$ cat src/rtl/jpu_timer_multi_pkg.sv
// Shared constants and types for the jpu multi-channel timer.
// The prescaler is compiled in with JPU_TIMER_PRESCALE_EN (see jpu_timer_multi.sv).
package jpu_timer_multi_pkg;

    localparam logic [1:0] TMR_CTRL   = 2'd0;
    localparam logic [1:0] TMR_PERIOD = 2'd1;
    localparam logic [1:0] TMR_COUNT  = 2'd2;
    localparam logic [1:0] TMR_STATUS = 2'd3;

    localparam logic [15:0] JPU_TIMER_PRESCALE = 16'd100;

    typedef struct packed {
        logic irq_en;
        logic periodic;
        logic en;
    } tmr_ctrl_s;

endpackage

$ cat src/rtl/jpu_timer_ch.sv
// One timer channel: CTRL/PERIOD/COUNT/pending state and the per-tick
// decrement / reload / one-shot stop behaviour.
module jpu_timer_ch
    import jpu_timer_multi_pkg::*;
#(
    parameter int WIDTH = 32
) (
    input  logic             clk,
    input  logic             rst_n,
    input  logic             tick,
    input  logic             wr_ctrl,
    input  logic             wr_period,
    input  logic             wr_status,
    input  logic [WIDTH-1:0] wdata,
    output logic [2:0]       ctrl,
    output logic [WIDTH-1:0] period,
    output logic [WIDTH-1:0] count,
    output logic             pending
);

    tmr_ctrl_s        ctrl_q, ctrl_d, wr_val;
    logic [WIDTH-1:0] count_d;
    logic             pending_d;
    logic             load, stop, adv, expire, periodic_eff;

    assign wr_val = tmr_ctrl_s'(wdata[2:0]);

    // A 0->1 enable loads COUNT; an en=0 write freezes it for this edge.
    assign load         = wr_ctrl & wr_val.en & ~ctrl_q.en;
    assign stop         = wr_ctrl & ~wr_val.en;
    assign adv          = tick & ctrl_q.en & ~stop;
    assign expire       = adv & (count == '0);
    assign periodic_eff = wr_ctrl ? wr_val.periodic : ctrl_q.periodic;

    always_comb begin
        ctrl_d    = wr_ctrl ? wr_val : ctrl_q;
        count_d   = count;
        pending_d = pending;
        if (load)
            count_d = period;
        else if (adv) begin
            if (count != '0)
                count_d = count - 1'b1;
            else if (periodic_eff)
                count_d = period;
        end
        if (expire && !periodic_eff)
            ctrl_d.en = 1'b0;
        // Expiry beats a same-cycle W1C.
        if (expire)
            pending_d = 1'b1;
        else if (wr_status && wdata[0])
            pending_d = 1'b0;
    end

    always_ff @(posedge clk or negedge rst_n) begin
        if (!rst_n) begin
            ctrl_q  <= '0;
            period  <= '0;
            count   <= '0;
            pending <= 1'b0;
        end else begin
            ctrl_q  <= ctrl_d;
            count   <= count_d;
            pending <= pending_d;
            if (wr_period)
                period <= wdata;
        end
    end

    assign ctrl = ctrl_q;

endmodule

$ cat src/rtl/jpu_timer_multi.sv
// NUM_CH-channel programmable timer: address decode, registered read port,
// shared tick source and irq reduction. `define JPU_TIMER_PRESCALE_EN to
// divide the tick by PRESCALE; otherwise every clock is a tick.
module jpu_timer_multi
    import jpu_timer_multi_pkg::*;
#(
    parameter int          NUM_CH   = 4,
    parameter int          WIDTH    = 32,
    parameter logic [15:0] PRESCALE = JPU_TIMER_PRESCALE
) (
    input  logic                      clk,
    input  logic                      rst_n,
    input  logic                      wr_en,
    input  logic                      rd_en,
    input  logic [$clog2(NUM_CH)+1:0] addr,
    input  logic [31:0]               wdata,
    output logic [31:0]               rdata,
    output logic                      rd_valid,
    output logic [NUM_CH-1:0]         irq_vec,
    output logic                      irq
);

    localparam int AW = $clog2(NUM_CH) + 2;
    localparam int CW = (NUM_CH > 1) ? $clog2(NUM_CH) : 1;

    logic [CW-1:0]                  ch_sel;
    logic                           ch_ok;
    logic [1:0]                     reg_sel;
    logic                           tick;
    logic [NUM_CH-1:0][2:0]         ctrl_a;
    logic [NUM_CH-1:0][WIDTH-1:0]   period_a, count_a;
    logic [NUM_CH-1:0]              pend_a, irq_en_a;
    logic [NUM_CH-1:0]              wr_ctrl, wr_period, wr_status;
    logic [31:0]                    rd_word;
    logic                           vld_pipe;

    assign reg_sel = addr[1:0];

    generate
        if (NUM_CH > 1) begin : g_sel
            assign ch_sel = addr[AW-1:2];
        end else begin : g_sel1
            assign ch_sel = '0;
        end
    endgenerate

    // Channel fields wider than NUM_CH address nothing.
    assign ch_ok = 32'(ch_sel) < NUM_CH;

`ifdef JPU_TIMER_PRESCALE_EN
    logic [15:0] pre_cnt;

    assign tick = (pre_cnt == PRESCALE - 16'd1);

    always_ff @(posedge clk or negedge rst_n) begin
        if (!rst_n)
            pre_cnt <= '0;
        else
            pre_cnt <= tick ? '0 : pre_cnt + 16'd1;
    end
`else
    logic unused_prescale;

    assign unused_prescale = ^PRESCALE;
    assign tick            = 1'b1;
`endif

    genvar i;
    generate
        for (i = 0; i < NUM_CH; i++) begin : g_ch
            logic sel;

            assign sel          = wr_en & ch_ok & (ch_sel == CW'(i));
            assign wr_ctrl[i]   = sel & (reg_sel == TMR_CTRL);
            assign wr_period[i] = sel & (reg_sel == TMR_PERIOD);
            assign wr_status[i] = sel & (reg_sel == TMR_STATUS);
            assign irq_en_a[i]  = ctrl_a[i][2];

            jpu_timer_ch #(.WIDTH(WIDTH)) u_ch (
                .clk       (clk),
                .rst_n     (rst_n),
                .tick      (tick),
                .wr_ctrl   (wr_ctrl[i]),
                .wr_period (wr_period[i]),
                .wr_status (wr_status[i]),
                .wdata     (wdata[WIDTH-1:0]),
                .ctrl      (ctrl_a[i]),
                .period    (period_a[i]),
                .count     (count_a[i]),
                .pending   (pend_a[i])
            );
        end
    endgenerate

    // Registers are sampled before the same-edge write lands.
    always_comb begin
        rd_word = '0;
        if (ch_ok) begin
            case (reg_sel)
                TMR_CTRL:   rd_word[2:0]       = ctrl_a[ch_sel];
                TMR_PERIOD: rd_word[WIDTH-1:0] = period_a[ch_sel];
                TMR_COUNT:  rd_word[WIDTH-1:0] = count_a[ch_sel];
                default:    rd_word[0]         = pend_a[ch_sel];
            endcase
        end
    end

    always_ff @(posedge clk or negedge rst_n) begin
        if (!rst_n) begin
            rdata    <= '0;
            vld_pipe <= 1'b0;
        end else begin
            vld_pipe <= rd_en;
            if (rd_en)
                rdata <= rd_word;
        end
    end

    assign rd_valid = vld_pipe;
    assign irq_vec  = pend_a & irq_en_a;
    assign irq      = |irq_vec;

endmodule

$ cat config.mk
export PLATFORM = sky130hd
export DESIGN_NAME = jpu_timer_multi
export DESIGN_NICKNAME = d
export VERILOG_FILES = /design/src/rtl/jpu_timer_multi_pkg.sv /design/src/rtl/jpu_timer_ch.sv /design/src/rtl/jpu_timer_multi.sv
export SDC_FILE = /design/constraint.sdc
export NUM_CORES = 1
export LEC_CHECK = 0
export CAP_MARGIN = 15
export CORE_AREA = 2 2 151 183
export DETAILED_ROUTE_END_ITERATION = 16
export DIE_AREA = 0 0 153 185
export PLACE_DENSITY_LB_ADDON = 0.1
export SLEW_MARGIN = 10
export SYNTH_ARGS = -nofsm -noshare
export SYNTH_HDL_FRONTEND = slang
export SYNTH_SLANG_ARGS = --single-unit
$ cat constraint.sdc
create_clock -name clk -period 3.8 [get_ports clk]
set_input_delay 0.57 -clock clk [delete_from_list [all_inputs] [get_ports clk]]
set_output_delay 0.57 -clock clk [all_outputs]
set_load 0.02 [all_outputs]
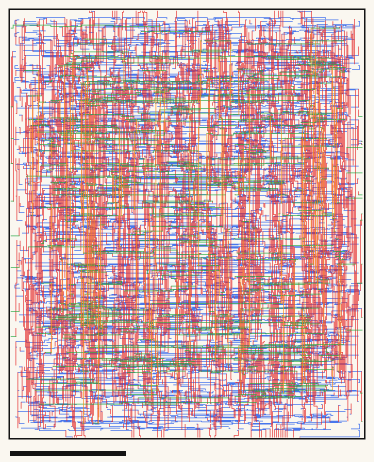
Figure 1: metal layers overlaid.
Bar = 50 um.
M3: shown in green, wire length 6040 um. M2: shown in red, wire length 28.0 mm. M1: shown in blue, wire length 21.5 mm. M4: shown in orange, wire length 3710 um.

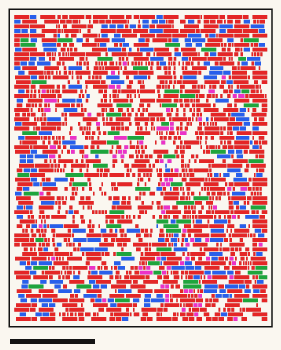
Figure 2: sizing map.
Bar = 50 um.
x2: shown in blue, cells 234, share 14%, most used mux2_2. x6 and larger: shown in green, cells 57, share 3.3%, most used clkbuf_16. x3 and x4: shown in magenta, cells 80, share 4.6%, most used buf_4. x1 and smaller: shown in red, cells 1359, share 79%, most used dfrtp_1.
final instance area: 19800 um^2
bufs w/o clock: 148

==> impl_metrics.json <==
{
  "placed_area_um2": 18600,
  "cp_max_fo": 19,
  "cts_buffer_depth": 3,
  "synth_top_area_share_pct": 44.2,
  "combPwrFrac_pct": 26.4,
  "netlist_top_cells_count": "dfrtp_1, mux2_2, o21ai_0",
  "pwr-share-clk_pct": 29.9,
  "total_power_mw": 11.8,
  "numPortBuffers": 77,
  "gr-usage-met2_pct": 66.7,
  "slowest_delay_ns": 0.97,
  "fmax_mhz": 302,
  "rsz0062_at_grt": "false",
  "cts_tree": "done",
  "lay_top_cells": "dfrtp_1, mux2_2, o21ai_0",
  "p_clk_mw": 3.53,
  "ant_nets": 0,
  "relSlewSlack_pct": 18.1,
  "yosys_area_um2": 17300,
  "dr.first_iter.drc_count": 1659,
  "rows": 66,
  "drt-met1-wl_um": 21500,
  "place_congestion": 1.02,
  "hold_viol": 0,
  "synth_flops": 305,
  "grt_remaining_overflow": 0,
  "switching_share_pct": 35.3,
  "viasPerCell": 7.35,
  "synth_area_um2": 17300,
  "numCtsBuffers": 34,
  "combGateArea_um2": 8850,
  "firstDrtPassIters": 6,
  "crit_top_cell": "and4_1",
  "avgSynthCellArea_um2": 10.5,
  "worstReg2RegEnd": "g_ch[2].u_ch.count[17]",
  "start_kind": "flop",
  "seq_area_frac_synth_pct": 44.2,
  "ir_drop_mv": 0.453,
  "grt_pass1_wl_um": 89600,
  "status": "finished clean",
  "io_pins": 78,
  "synth.most_common_cell": "dfrtp_1",
  "critPathBufInv": 2,
  "wl_met3_um": 6040,
  "combAreaFraction_pct": 44.7,
  "fin_nets": 1758,
  "dr.max_layer_used": "met4",
  "largest_class": "combinational gates",
  "finalCritPeriodShare_pct": 87.2,
  "fin_setup_tns_ns": 0,
  "grt_busiest_layer": "met2",
  "wl_met2_um": 28000,
  "yosysWarnings": 0,
  "wl_per_cell_um": 28.6,
  "ff_type": "dfrtp_1",
  "fa_ha_area_share_pct": 0.942,
  "core_um2": 26700,
  "stdcell_count": 2071,
  "regToRegSetupSlack_ns": 0.48,
  "path_cells": "inv_1, ha_1, nor3b_1, and4_1, and4_1, nor2_2, buf_4, nor2_1, a221o_1",
  "inv_count": 75,
  "largestRegisters": "g_ch.u_ch.count (128), g_ch.u_ch.period (128), rdata (32)",
  "slew_violations": 0,
  "async_reset_ff_share_pct": 100,
  "worst_pin_slew_ns": 1.23,
  "power_leader": "sequential cells",
  "criticalPathCategory": "reg2reg",
  "seq_cell_count": 305,
  "nonClkBufAreaFrac_pct": 7.19,
  "dp_hpwl_um": 41800,
  "grt_use_met1_pct": 54.1,
  "dp_cells": 2009,
  "syn_inst": 1643,
  "crit_path_end_kind": "flop",
  "hold_buffers": 0,
  "htree_levels": 2,
  "comb_cells": 1141,
  "layout_top_cell": "dfrtp_1",
  "clkbuf_count": 50,
  "logic_family": "multiplexers",
  "critPathRequiredTime_ns": 4.21,
  "hp-class": "in2async",
  "critPathLaunch": "g_ch[2].u_ch.count[0]",
  "synth_cell_types": 78,
  "ys_sh_xor_pct": 0,
  "period_minus_slack_ns": 3.32,
  "pg_comb_mw": 3.12,
  "post_route_cells_drive_above_1_share_pct": 21.4,
  "fp_util_pct": 64.7,
  "crit_slowest_cell": "nor2_2",
  "cp_top_family": "simple AND/OR/NAND/NOR gates",
  "regArea_um2": 7630,
  "taps": 340,
  "drv_cap": 0,
  "first_global_vias": 15000,
  "cts.sinks": 305,
  "clk_share_pct": 6.02,
  "syn-num-nets": 1696,
  "yosysCellCount": 1643,
  "internal_power_mw": 7.63,
  "grt_usage_pct": 41.7,
  "r2r_start": "g_ch[2].u_ch.count[0]",
  "cp.arrival_ns": 3.72,
  "cts.repair.resized": 0,
  "use_met3_pct": 7.81,
  "ys_sh_aoi_pct": 17.7,
  "mux_area_share_pct": 18.4,
  "endpoint": "g_ch[2].u_ch.count[17]",
  "pg_seq_mw": 5.15,
  "die_x_um": 153,
  "fin_ws_ns": 0.485,
  "powerDensity_nw_per_um2": 596,
  "edf_count": 0,
  "insertion_delay_ns": 0.52,
  "openroad.warnings": 34,
  "finalSetupViolCount": 0,
  "p_switching_mw": 4.17,
  "chipArea_um2": 28300,
  "cts_setup_buffers": 0,
  "num_antenna_cells": 1,
  "skew_ns": 0.0158,
  "grt_max_degree": 93,
  "fp.dieH_um": 185,
  "worst-r2r-cell-count": 9,
  "pre_cts_ws_ns": 0.300,
  "syn2layout_area_growth_pct": 14.7,
  "topCellsByArea": "dfrtp_1, mux2_2, mux4_2",
  "cts-root-buf": "clkbuf_16",
  "seq_power_share_pct": 43.7,
  "yosys.area.top_type": "dfrtp_1",
  "finalHoldWorstSlack_ns": 0.0554,
  "antenna_found_initial": 1,
  "drcViolationCount": 0,
  "power.leakage_nw": 8.08,
  "clk_pin_slew_ns": 0.06,
  "simple_gate_share_pct": 14.1,
  "cp.depth": 9
}
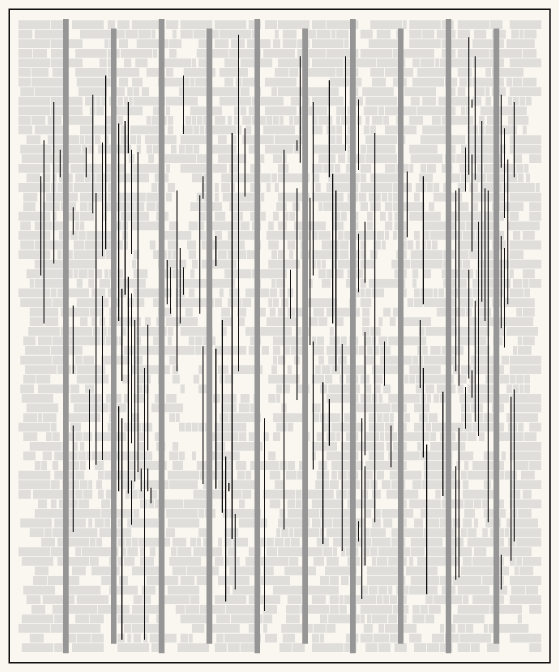
Figure 3: the metal 4 layer.
Supply wires on this layer in grey. Cells faint in the background.
The layer holds 6.3% of the routed length. The wires run mostly vertical. 79 nets have wire on it.
routed vias: 15.2k
final WL: 59200 um

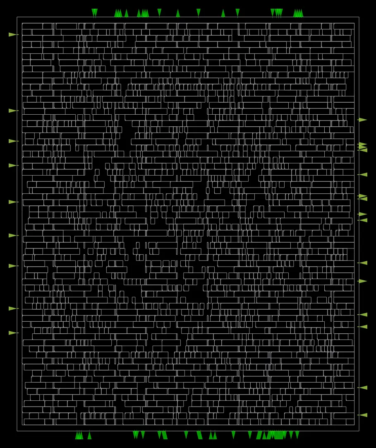
Figure 4: cell placement.
fin util: 74.3%
Filler Cell Count: 1864
sequential cell area share: 38.5%

No activity file was given, so power comes from the tool's default toggle rates.
